Run 1, clock distribution:
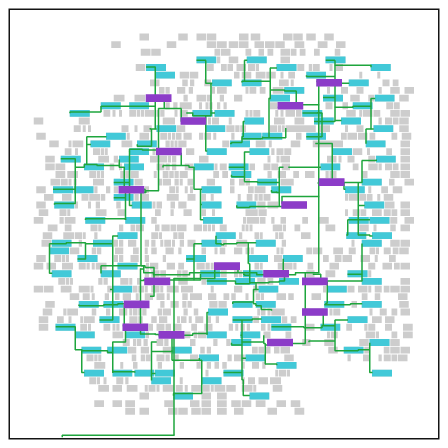
Run 1, nets reached from selected ports:
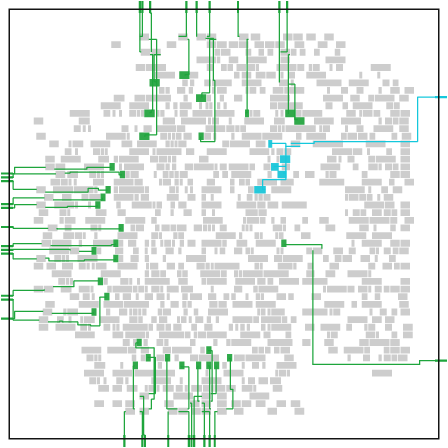
Run 1, pin map:
Pins as bars across the die edge, other pins in grey.
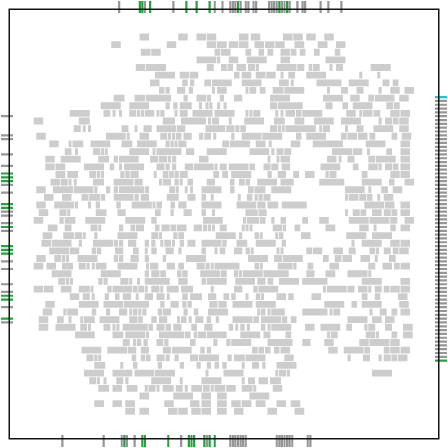
Run 1, metal layers overlaid:
The bar under the picture is 50 um long.
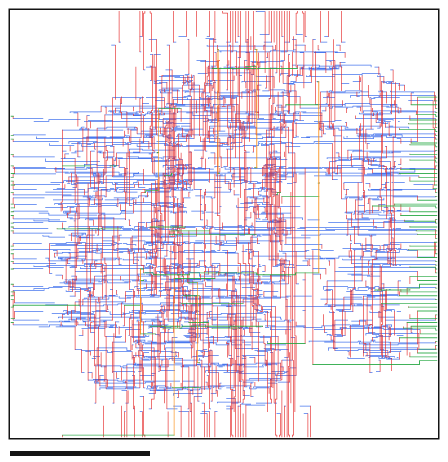
### src/rtl/inst_fetch_unit.sv
// Instruction fetch unit: fetch PC, IDLE/REQ/DROP memory request FSM and a small prefetch queue.
// Build option FETCH_PREFETCH_EN selects a two-entry queue; without it the queue is one entry deep.
module inst_fetch_unit #(
    parameter logic [31:0] RESET_PC = 32'h0000_0000
) (
    input  logic        clk,
    input  logic        rst,
    input  logic        freeze,
    input  logic        branch_taken,
    input  logic [31:0] branch_addr,
    output logic        imem_req,
    output logic [31:0] imem_addr,
    input  logic        imem_ack,
    input  logic [31:0] imem_rdata,
    output logic [31:0] instruction_IF,
    output logic [31:0] pc_IF,
    output logic        fetch_valid
);

`ifdef FETCH_PREFETCH_EN
    localparam int DEPTH = 2;
`else
    localparam int DEPTH = 1;
`endif
    localparam int CW = 2;
    localparam int QW = DEPTH * 64;
    localparam logic [CW-1:0] DEPTH_C = CW'(DEPTH);

    typedef enum logic [1:0] {
        IDLE = 2'd0,
        REQ  = 2'd1,
        DROP = 2'd2
    } state_t;

    state_t          state_q, state_d;
    logic [31:0]     pc_q, pc_d;
    logic [31:0]     drop_addr_q, drop_addr_d;
    logic [CW-1:0]   count_q, count_d;
    logic [QW-1:0]   q_q, q_d;
    logic [CW-1:0]   wr_idx;
    logic            pop;
    logic            push;
    logic            room;
    logic [63:0]     head;

    // Queue entries are {instr, addr+4}; entry 0 (lowest 64 bits) is the head.
    assign head           = q_q[63:0];
    assign fetch_valid    = (count_q != '0);
    assign instruction_IF = fetch_valid ? head[63:32] : 32'h0;
    assign pc_IF          = fetch_valid ? head[31:0]  : 32'h0;

    assign imem_req  = (state_q != IDLE);
    assign imem_addr = (state_q == DROP) ? drop_addr_q : pc_q;

    assign pop    = fetch_valid & ~freeze & ~branch_taken;
    assign push   = (state_q == REQ) & imem_ack & ~branch_taken;
    assign wr_idx = count_q - {1'b0, pop};
    assign room   = (count_d < DEPTH_C);

    always_comb begin
        q_d     = q_q;
        count_d = count_q + {1'b0, push} - {1'b0, pop};
        if (pop) begin
            q_d = q_q >> 64;
        end
        for (int i = 0; i < DEPTH; i++) begin
            if (push && (wr_idx == i[CW-1:0])) begin
                q_d[i*64 +: 64] = {imem_rdata, pc_q + 32'd4};
            end
        end
        if (branch_taken) begin
            q_d     = '0;
            count_d = '0;
        end
    end

    // A request is only raised once its queue slot is certain, and never withdrawn before its ack.
    always_comb begin
        state_d     = state_q;
        pc_d        = pc_q;
        drop_addr_d = drop_addr_q;
        unique case (state_q)
            IDLE: begin
                if (room) begin
                    state_d = REQ;
                end
            end
            REQ: begin
                if (branch_taken) begin
                    if (!imem_ack) begin
                        state_d     = DROP;
                        drop_addr_d = pc_q;
                    end
                end else if (imem_ack) begin
                    pc_d    = pc_q + 32'd4;
                    state_d = room ? REQ : IDLE;
                end
            end
            DROP: begin
                if (imem_ack) begin
                    state_d = REQ;
                end
            end
            default: state_d = IDLE;
        endcase
        if (branch_taken) begin
            pc_d = branch_addr;
        end
    end

    always_ff @(posedge clk) begin
        if (!rst) begin
            state_q     <= IDLE;
            pc_q        <= RESET_PC;
            drop_addr_q <= RESET_PC;
            count_q     <= '0;
            q_q         <= '0;
        end else begin
            state_q     <= state_d;
            pc_q        <= pc_d;
            drop_addr_q <= drop_addr_d;
            count_q     <= count_d;
            q_q         <= q_d;
        end
    end

endmodule

### config.mk
export PLATFORM = sky130hd
export DESIGN_NAME = inst_fetch_unit
export DESIGN_NICKNAME = d
export VERILOG_FILES = /design/src/rtl/inst_fetch_unit.sv
export SDC_FILE = /design/constraint.sdc
export NUM_CORES = 1
export LEC_CHECK = 0
export CAP_MARGIN = 20
export CORE_MARGIN = 8
export CORE_UTILIZATION = 35
export CTS_CLUSTER_DIAMETER = 50
export CTS_CLUSTER_SIZE = 14
export DETAILED_ROUTE_END_ITERATION = 8
export MAX_ROUTING_LAYER = met4
export SYNTH_ARGS = -nofsm -noshare
export SYNTH_HDL_FRONTEND = slang
export SYNTH_SLANG_ARGS = --single-unit
### constraint.sdc
create_clock -name clk -period 5.6 [get_ports clk]
set_input_delay 0.56 -clock clk [delete_from_list [all_inputs] [get_ports clk]]
set_output_delay 0.56 -clock clk [all_outputs]
set_load 0.005 [all_outputs]
==> results.yml, run 1 <==
# yosys + openroad results
place:
  hpwl_um: 13600
  dp_cells: 1122
timing:
  tightest_slew_ns: 1.09
  timing.final.ws_setup_ns: 2.34
  slew_headroom_pct: 27.2
critical_path:
  crit_end: "imem_addr[7]"
  cp_top_family: "simple AND/OR/NAND/NOR gates"
  r2r_cells: 6
  end_kind: "primary output"
  crit_arrival_ns: 2.70
global_route:
  grt_first_pass_wirelength_um: 30900
  grt_start_max_net_pins: 68
  grt_pass1_vias: 5671
  grt_use_met3_pct: 3.66
power_and_ir_drop:
  switchingPower_uw: 591
  sequentialPowerShare_pct: 42.7
  vdd_drop_max_mv: 0.229
final_layout:
  largest_cell_class: "combinational gates"
  flops: 132
  inverters_excl_clock: 7
  antennaDiodeCount: 0
  comb_cells: 574
  final_cell_area_mm2: 0.00882
  seq_share_pct: 29.9
  seqCellArea_mm2: 0.00264
yosys:
  synth_cell_types: 44
  async_flop_share_pct: 0
  synth_top_area_share_pct: 40.6
  ys_area_mm2: 0.00651
  synthTopLogicFamily: "simple AND/OR/NAND/NOR gates"
  ys_cells: 791
drt:
  drt_iter0_markers: 332
  drt-met1-wl_um: 9410
  ant_nets: 0
clock_network:
  clockRootBuffer: "clkbuf_16"
  h-tree-depth: 4
run_status:
  outcome: "finished, final reports clean"
die:
  core_area_mm2: 0.0185
  die_area_mm2: 0.0232
Notes on 'clock distribution' above:
flip-flops -> cyan  # count 132
clock drivers -> purple  # count 17
clock wires -> green  # length 1,830 um
routed clock nets = 18
clk_skew: 0.00778 ns
clk_lat worst skew: 0.42 ns
clock power share: 47.2%
Clock group: 1110 uW

Notes on 'nets reached from selected ports' above:
branch_addr -> green  # bits 32, direction input, end cells 32, buffers 32, wire 1,180 um
imem_ack -> cyan  # bits 1, direction input, end cells 5, buffers 1, wire 110 um
Top-Level Pins: 167
Port-buffer cells: 166

Notes on 'pin map' above:
imem_ack -> cyan  # pins 1, direction input, edge east
branch_addr -> green  # pins 32, direction input, edge 12 west, 10 south, 9 north, 1 east
die width: 152 um
Die H: 152 um

Notes on 'metal layers overlaid' above:
metal 3 -> green  # wire length 997 um
metal 4 -> orange  # wire length 291 um
metal 2 -> red  # wire length 8,590 um
metal 1 -> blue  # wire length 9,410 um
Post-Route WL: 19,300 um
Total GRT Usage: 16.9%
vias: 5,720
WL/cell: 16.7 um

Run 1, placement view:
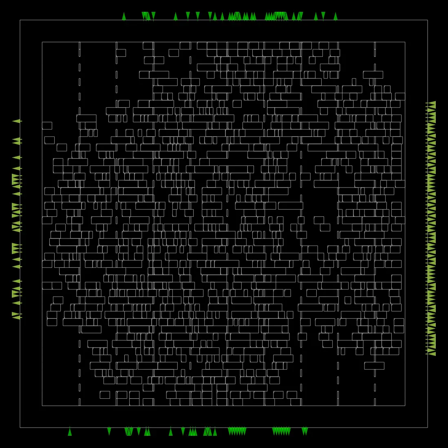

==> run 2: changes to the inputs <==
==> constraint.sdc (replaced) <==
create_clock -name clk -period 2.7 [get_ports clk]
set_input_delay 0.27 -clock clk [delete_from_list [all_inputs] [get_ports clk]]
set_output_delay 0.27 -clock clk [all_outputs]
set_load 0.005 [all_outputs]
Run 2, placement view:
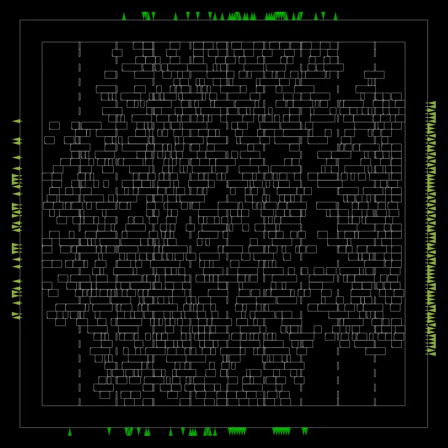
area of the core: 0.0185 mm2
Util after Layout: 48.8%
sequential cell count: 132
row count: 50
post-route insts no fill: 1,173

==> run 2 against run 1 <==
Compared with the run above:
- non-clock buffer count increased by 19
- combinational power up 130%
- cell count rose by 1.6%
- synthesized area unchanged
- sequential cell count unchanged
- critical path depth rose by 2
- design area grew 2.0%
- sequential share of layout area decreased by 0.57 points
- first-iteration DRC count is 5.1% lower
- critical path type unchanged
- highest routed layer unchanged
==> results.yml, run 2 <==
# yosys + openroad results
power_and_ir_drop:
  power_frac_clock_pct: 47.6
  sequentialPowerShare_pct: 41.6
  switchingPower_uw: 1150
  vdd_drop_max_mv: 0.409
  p_clk_uw: 2370
die:
  die_x_um: 152
  fp.dieH_um: 152
  die_area_mm2: 0.0232
  fp-utilization_pct: 35.3
global_route:
  grt_pass1_vias: 5658
  grt_util_all_layers_pct: 16.8
  grt_start_max_net_pins: 57
  grt_first_pass_wirelength_um: 30600
  grt_use_met3_pct: 3.91
final_layout:
  seq_share_pct: 29.4
  comb_cells: 574
  seqCellArea_mm2: 0.00264
  antennaDiodeCount: 0
  final_cell_area_mm2: 0.00900
  inverters_excl_clock: 7
  largest_cell_class: "combinational gates"
drt:
  wl_per_cell_um: 16.3
  drt_iter0_markers: 315
  wl_um: 19100
  wl_met3_um: 1060
  drt-met1-wl_um: 9410
  ant_nets: 0
place:
  dp_cells: 1141
  hpwl_um: 13900
clock_network:
  h-tree-depth: 4
  clock_latency_ns: 0.42
  clockRootBuffer: "clkbuf_16"
yosys:
  synthTopLogicFamily: "simple AND/OR/NAND/NOR gates"
  synth_top_area_share_pct: 40.6
  ys_cells: 791
  synth_cell_types: 44
  async_flop_share_pct: 0
run_status:
  outcome: "finished, final reports clean"
timing:
  slew_headroom_pct: 59.4
  timing.final.ws_setup_ns: 0.198
  fin_skew_ns: 0.0113
critical_path:
  crit_arrival_ns: 2.23
  r2r_cells: 6
  crit_end: "pc_IF[0]"
  end_kind: "primary output"
Run 2, pin map:
Pins as bars across the die edge, other pins in grey.
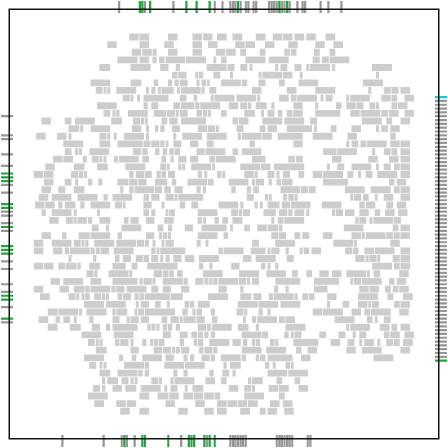
imem_ack -> cyan  # pins 1, direction input, edge east
branch_addr -> green  # pins 32, direction input, edge 12 west, 10 south, 9 north, 1 east
all pins by edge = 70 east, 35 north, 33 south, 29 west

Power figures rest on the tool's default switching activity, not on a simulated workload.
